Run 1, the clock network:
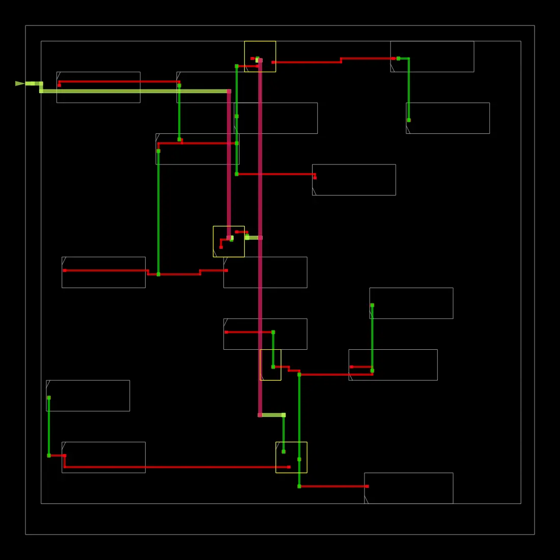
Run 1, placed cells, one color a class:
Fill, decap, tap and diode cells in gray.
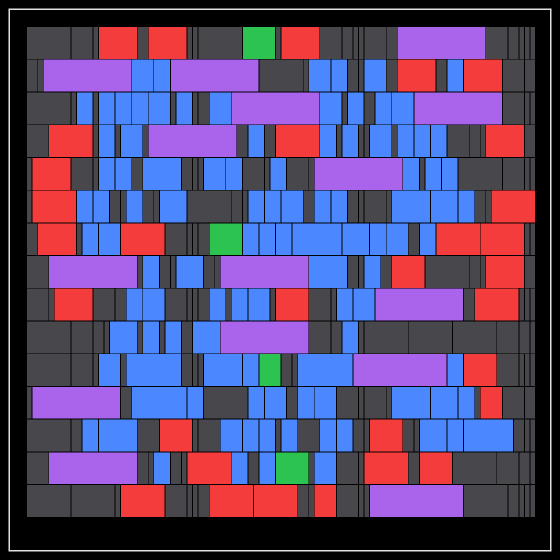
Run 1, routed metal, one color a layer:
Bar = 10 µm. Two of the layers only.
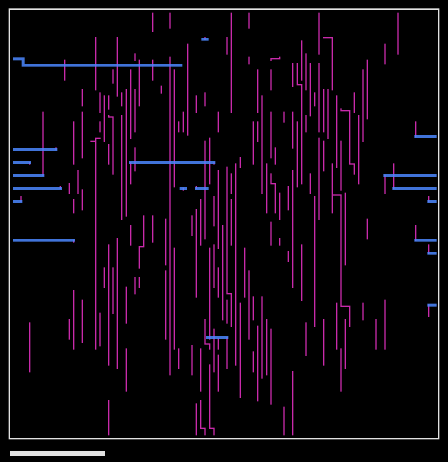
File: src/rtl/microuaz_pkg.sv
// Shared types and constants for the MicroUAZ datapath.
// Holds the left-shifter FSM state type and the default operand width.
package microuaz_pkg;

  localparam int MICROUAZ_N = 8;

  typedef enum logic [1:0] {
    ST_IDLE,
    ST_SHIFT,
    ST_DONE
  } despl_state_t;

endpackage

File: src/rtl/desplazamiento_contador.sv
// Loadable W-bit down-counter for the multi-cycle left shifter.
// Flags last while the count equals one, so the shift ends after this edge.
module desplazamiento_contador #(
  parameter int W = 3
) (
  input  logic         clk,
  input  logic         rst,
  input  logic         load,
  input  logic         dec,
  input  logic [W-1:0] din,
  output logic         last
);

  logic [W-1:0] cnt;

  always_ff @(posedge clk) begin
    if (rst) begin
      cnt <= '0;
    end else if (load) begin
      cnt <= din;
    end else if (dec) begin
      cnt <= cnt - W'(1);
    end
  end

  assign last = (cnt == W'(1));

endmodule

File: src/rtl/desplazamiento_izquierda_seq.sv
// Multi-cycle logical left shifter: one bit per clock, with carry and zero flags.
// Define DESPL_IZQ_ROT_EN to add the rot input and rotate-left mode.
module desplazamiento_izquierda_seq
  import microuaz_pkg::*;
#(
  parameter int N = MICROUAZ_N,
  localparam int W = $clog2(N)
) (
  input  logic         clk,
  input  logic         rst,
  input  logic         start,
  input  logic [N-1:0] A,
  input  logic [W-1:0] amt,
`ifdef DESPL_IZQ_ROT_EN
  input  logic         rot,
`endif
  output logic [N-1:0] Y,
  output logic         C,
  output logic         Z,
  output logic         busy,
  output logic         done
);

  despl_state_t state;
  logic [N-1:0] y_nxt;
  logic         fill;
  logic         accept;
  logic         last;

  assign accept = (state == ST_IDLE) && start;

`ifdef DESPL_IZQ_ROT_EN
  logic rot_q;

  always_ff @(posedge clk) begin
    if (rst) begin
      rot_q <= 1'b0;
    end else if (accept) begin
      rot_q <= rot;
    end
  end

  assign fill = rot_q ? Y[N-1] : 1'b0;
`else
  assign fill = 1'b0;
`endif

  always_comb begin
    y_nxt = {Y[N-2:0], fill};
  end

  desplazamiento_contador #(
    .W(W)
  ) u_cnt (
    .clk  (clk),
    .rst  (rst),
    .load (accept),
    .dec  (state == ST_SHIFT),
    .din  (amt),
    .last (last)
  );

  always_ff @(posedge clk) begin
    if (rst) begin
      state <= ST_IDLE;
      Y     <= '0;
      C     <= 1'b0;
      Z     <= 1'b0;
    end else begin
      unique case (state)
        ST_IDLE: begin
          if (start) begin
            Y     <= A;
            C     <= 1'b0;
            Z     <= (A == '0);
            state <= (amt != '0) ? ST_SHIFT : ST_DONE;
          end
        end
        ST_SHIFT: begin
          Y <= y_nxt;
          C <= Y[N-1];
          Z <= (y_nxt == '0);
          if (last) begin
            state <= ST_DONE;
          end
        end
        ST_DONE: begin
          state <= ST_IDLE;
        end
        default: begin
          state <= ST_IDLE;
        end
      endcase
    end
  end

  assign busy = (state != ST_IDLE);
  assign done = (state == ST_DONE);

endmodule

File: config.mk
export PLATFORM = sky130hd
export DESIGN_NAME = desplazamiento_izquierda_seq
export DESIGN_NICKNAME = d
export VERILOG_FILES = /design/src/rtl/microuaz_pkg.sv /design/src/rtl/desplazamiento_contador.sv /design/src/rtl/desplazamiento_izquierda_seq.sv
export SDC_FILE = /design/constraint.sdc
export NUM_CORES = 1
export LEC_CHECK = 0
export ABC_AREA = 1
export CORE_UTILIZATION = 45
export CTS_CLUSTER_DIAMETER = 80
export DETAILED_ROUTE_END_ITERATION = 6
export PLACE_DENSITY_LB_ADDON = 0.12
export SLEW_MARGIN = 20
export SYNTH_ARGS = -nofsm -noshare
export SYNTH_HDL_FRONTEND = slang
export SYNTH_SLANG_ARGS = --single-unit
File: constraint.sdc
create_clock -name clk -period 1.4 [get_ports clk]
set_clock_uncertainty 0.1 [all_clocks]
set_input_delay 0.21 -clock clk [delete_from_list [all_inputs] [get_ports clk]]
set_output_delay 0.21 -clock clk [all_outputs]
set_load 0.01 [all_outputs]
==> summary.txt, run 1 <==
CP Max Fanout - 15
Max Fclk - 772.5 MHz
status - completed
GR Util All Layers - 0.2315
Inverters - 14
clock network power share - 0.226
Syn. warnings - 0
top layer reached by signal wires - met4
Max-slew headroom - 0.7845
first-pass GRT wire length - 3277 µm
H-tree depth - 1
met1 Use GR - 0.3184
worst r2r dst - state[1]
Synth Seq Share - 0.3625
P_int - 0.0007600 W
drt initial violations - 17
Post-Place Cells - 174
Largest register FFs - 8
worst vdd rail ir drop - 0.0005596 V
post-layout period usage - 0.9246
Die Wd - 44.90 µm
clock-cell share of area - 0.02418
Die Y-Extent - 44.90 µm
## Picture notes: 'the clock network'
clk ins delay skew pair: 300 ps
CLK BUF: 3
CTS sink count: 15
clk pwr: 0.000264 W
registers: 15

## Picture notes: 'placed cells, one color a class'
Key: blue = combinational and other logic [cells 103]; green = clock drivers and dummy loads [cells 4]; red = remaining buffers and delay cells [cells 31]; purple = sequential cells [cells 15]
Finished Cell Area: 1139 µm²
row count: 15
final core utilization: 0.6594

## Picture notes: 'routed metal, one color a layer'
Key: blue = metal 3 [wire length 67.2 µm]; magenta = metal 2 [wire length 826 µm]

run 1: logic make-up (layout without fill, tap and decap cells):
logic type      count (synthesis)  after routing  synth area share
compound gates                 25             25            0.1828
flops                          15             15            0.3625
fa+ha+maj                       2              2           0.03021
buf+inv                        16             49           0.09516
simple gates                   61             61            0.3187
xor+xnor                        1              1           0.01058
run 1: synthesized netlist by cell type (all sizes together), types with 2 or more instances:
library cell,count,area (µm²)
nand3,3,15.01
dfxtp,15,300.3
o21ai,17,103.9
a21oi,6,30.03
nand2,31,128.9
buf,2,26.27
ha,2,25.02
nor2,25,101.4
inv,14,52.55
run 1: critical path, stage by stage, from the launching register on:
cell,delay [ps]
dfxtp_2,350
buf_4,140
nand2_2,250
o21ai_0,170
nor3b_2,180
==> run 2, diff against run 1 <==
--- a/config.mk
+++ b/config.mk
@@ -7,10 +7,9 @@
 export LEC_CHECK = 0
 export ABC_AREA = 1
 export CORE_UTILIZATION = 45
-export CTS_CLUSTER_DIAMETER = 80
+export CTS_CLUSTER_DIAMETER = 40
 export DETAILED_ROUTE_END_ITERATION = 6
 export PLACE_DENSITY_LB_ADDON = 0.12
-export SLEW_MARGIN = 20
 export SYNTH_ARGS = -nofsm -noshare
 export SYNTH_HDL_FRONTEND = slang
 export SYNTH_SLANG_ARGS = --single-unit
Run 2, sequential cells colored by netlist name:
Bar = 10 µm.
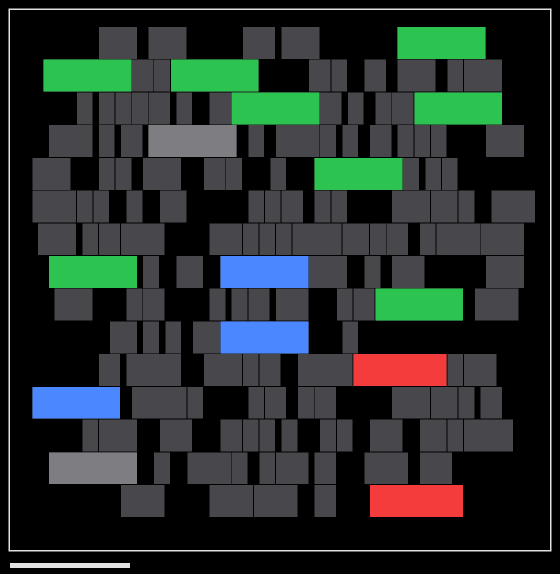
Key: green = Y [sequential cells 8]; red = state [sequential cells 2]; blue = u_cnt.cnt [sequential cells 3]
sequential share of cell area: 0.2659
P_seq: 0.000520 W
Register Area: 302.8 µm²

Run 2, the clock network:
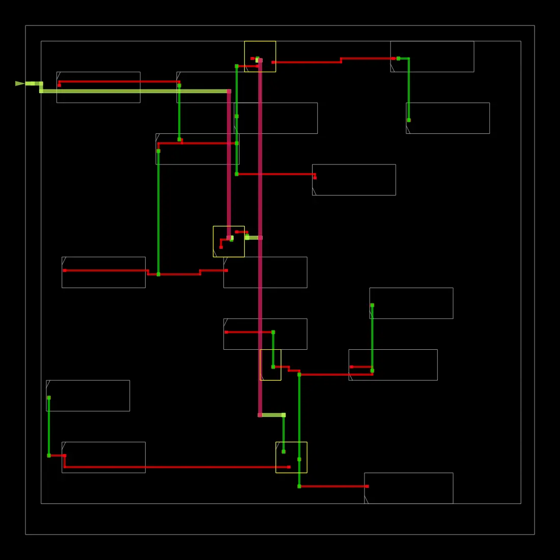
TritonCTS Buffers: 3

==> summary.txt, run 2 <==
post-layout period usage - 0.9246 (unchanged)
status - completed (unchanged)
Die Y-Extent - 44.90 µm (unchanged)
worst vdd rail ir drop - 0.0005596 V (unchanged)
Max-slew headroom - 0.7845 (unchanged)
cell family with most CP delay - simple AND/OR/NAND/NOR gates (unchanged)
biggest area consumer among synthesized cells - dfxtp_1 (unchanged)
Mux area share - 0 (unchanged)
CP max-delay cell - dfxtp_2 (unchanged)
Commonest cells post-synth - 26 x nand2_1, 24 x nor2_1, 15 x dfxtp_1 (unchanged)
adder share - 0.03021 (unchanged)
CP Max Fanout - 15 (unchanged)
row count - 15 (unchanged)
clock-cell share of area - 0.02418 (unchanged)
XOR/XNOR Area Share - 0.01057 (unchanged)
H-tree depth - 1 (unchanged)
critical path buffer and inverter count - 1 (unchanged)
Top logic family - simple AND/OR/NAND/NOR gates (unchanged)
Die Wd - 44.90 µm (unchanged)
CTS sink count - 15 (unchanged)
Synth Seq Share - 0.3625 (unchanged)
CP max stage delay - 350 ps (about the same)
Syn. warnings - 0 (unchanged)
final core utilization - 0.6594 (unchanged)
first-pass GRT wire length - 3277 µm (unchanged)
clk ins delay skew pair - 300 ps (about the same)
crit-path cells - buf_4, nand2_2, o21ai_0, nor3b_2 (unchanged)
CLK BUF - 3 (unchanged)
worst r2r dst - state[1] (unchanged)
top cells, area - dfxtp_1 36%, nand2_1 12%, nor2_1 11% (unchanged)
Levels on crit path - 4 (unchanged)
drt initial violations - 17 (unchanged)
Max Fclk - 772.5 MHz (unchanged)
Synth Area in Simple Gates - 0.3187 (unchanged)
P_int - 0.0007600 W (unchanged)
Yosys top cell area share - 0.3625 (unchanged)
Inverters - 14 (unchanged)
clock network power share - 0.226 (about the same)
==> run 2: stage by stage <==
stage               setup slack [ps]  cell area [µm²]  cells
global placement              -40.66             1129    174
detailed placement            -50.70             1129    174
floorplan                      200.3            828.3    120
CTS                            15.01             1147    178
global route                  0.5393             1139    178
finish                         105.5             1139    178
==> run 2: worst register-to-register path, cell delays in order, from the launching register on <==
cell and delay, ps:
dfxtp_2 350, buf_4 140, nand2_2 250, o21ai_0 170, nor3b_2 180
==> run 2: per-layer routing <==
layer / track usage / up-vias / routed length, µm
li1: - / 442 / -
met3: 0.04800 / 5 / 67
met5: 0 / - / 0
met1: 0.3184 / 367 / 959
met4: 0.1091 / 0 / 44
met2: 0.3471 / 19 / 826
==> run 3, diff against run 2 <==
--- a/config.mk
+++ b/config.mk
@@ -10,6 +10,7 @@
 export CTS_CLUSTER_DIAMETER = 40
 export DETAILED_ROUTE_END_ITERATION = 6
 export PLACE_DENSITY_LB_ADDON = 0.12
+export SLEW_MARGIN = 20
 export SYNTH_ARGS = -nofsm -noshare
 export SYNTH_HDL_FRONTEND = slang
 export SYNTH_SLANG_ARGS = --single-unit
Run 3, clock network drawn from the DEF:
Bar = 10 µm.
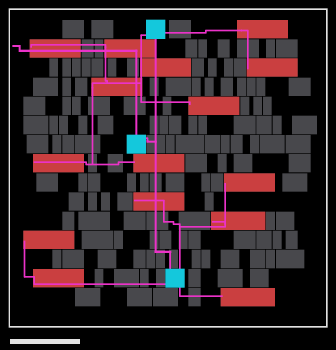
Key: red = flip-flops [count 15]; magenta = clock wires [length 228 µm]; cyan = clock drivers [count 3]
Position of the flops: all over the die.
clock network power share: 0.226

Run 3, the clock network:
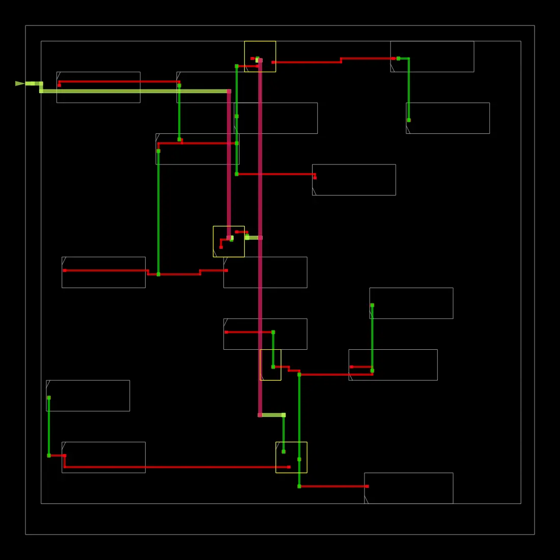

==> summary.txt, run 3 <==
status - completed (unchanged)
ao+oa area frac - 0.1828 (unchanged)
XOR/XNOR Area Share - 0.01057 (unchanged)
Max Fclk - 772.5 MHz (unchanged)
first-pass GRT wire length - 3277 µm (unchanged)
Largest register FFs - 8 (unchanged)
crit-path cells - buf_4, nand2_2, o21ai_0, nor3b_2 (unchanged)
met3 Use GR - 0.04800 (unchanged)
top cells, area - dfxtp_1 36%, nand2_1 12%, nor2_1 11% (unchanged)
drt initial violations - 17 (unchanged)
CP max stage delay - 350 ps (about the same)
Levels on crit path - 4 (unchanged)
top layer reached by signal wires - met4 (unchanged)
DR WL met3 - 67 µm (unchanged)
CTS sink count - 15 (unchanged)
most numerous cell in the Yosys netlist - nand2_1 (unchanged)
CP Max Fanout - 15 (unchanged)
biggest area consumer among synthesized cells - dfxtp_1 (unchanged)
Top logic family - simple AND/OR/NAND/NOR gates (unchanged)
P_seq - 0.000520 W (about the same)
Syn. warnings - 0 (unchanged)
GR Util All Layers - 0.2315 (unchanged)
met2 wire len - 826 µm (unchanged)
worst vdd rail ir drop - 0.0005596 V (unchanged)
row count - 15 (unchanged)
Mux area share - 0 (unchanged)
Die Wd - 44.90 µm (unchanged)
Finished Cell Area - 1139 µm² (unchanged)
worst r2r dst - state[1] (unchanged)
Die Y-Extent - 44.90 µm (unchanged)
cell family with most CP delay - simple AND/OR/NAND/NOR gates (unchanged)
CP max-delay cell - dfxtp_2 (unchanged)
clk pwr - 0.000264 W (about the same)
final core utilization - 0.6594 (unchanged)
Synth Area in Simple Gates - 0.3187 (unchanged)
GRT busiest layer - met2 (unchanged)
post-layout period usage - 0.9246 (unchanged)
Commonest cells post-synth - 26 x nand2_1, 24 x nor2_1, 15 x dfxtp_1 (unchanged)
met1 Use GR - 0.3184 (unchanged)
P_int - 0.0007600 W (unchanged)
-- run 3: stage by stage --
step           setup slack (ps)  cells
4_1_cts                   15.01    178
3_5_place_dp             -50.70    174
5_1_grt                  0.5393    178
2_1_floorplan             200.3    120
3_3_place_gp             -40.66    174
6_report                  105.5    178
-- run 3: area by class of cell --
class / count / area, µm²
clock inverter: 1 / 5.005
multi-input combinational: 89 / 451.7
tap: 25 / 31.28
inverter: 14 / 52.55
fill: 183 / 588.1
timing repair buffer: 31 / 272.8
sequential: 15 / 302.8
clock buffer: 3 / 22.52
-- run 3: cell families after synthesis --
group	count (synthesis)
and+or+nand+nor	61
AOI/OAI and AO/OA	25
DFF	15
adders and majority gates	2
buffers and inverters	16
xor gates and xnor gates	1
Power and IR drop assume default switching activity.
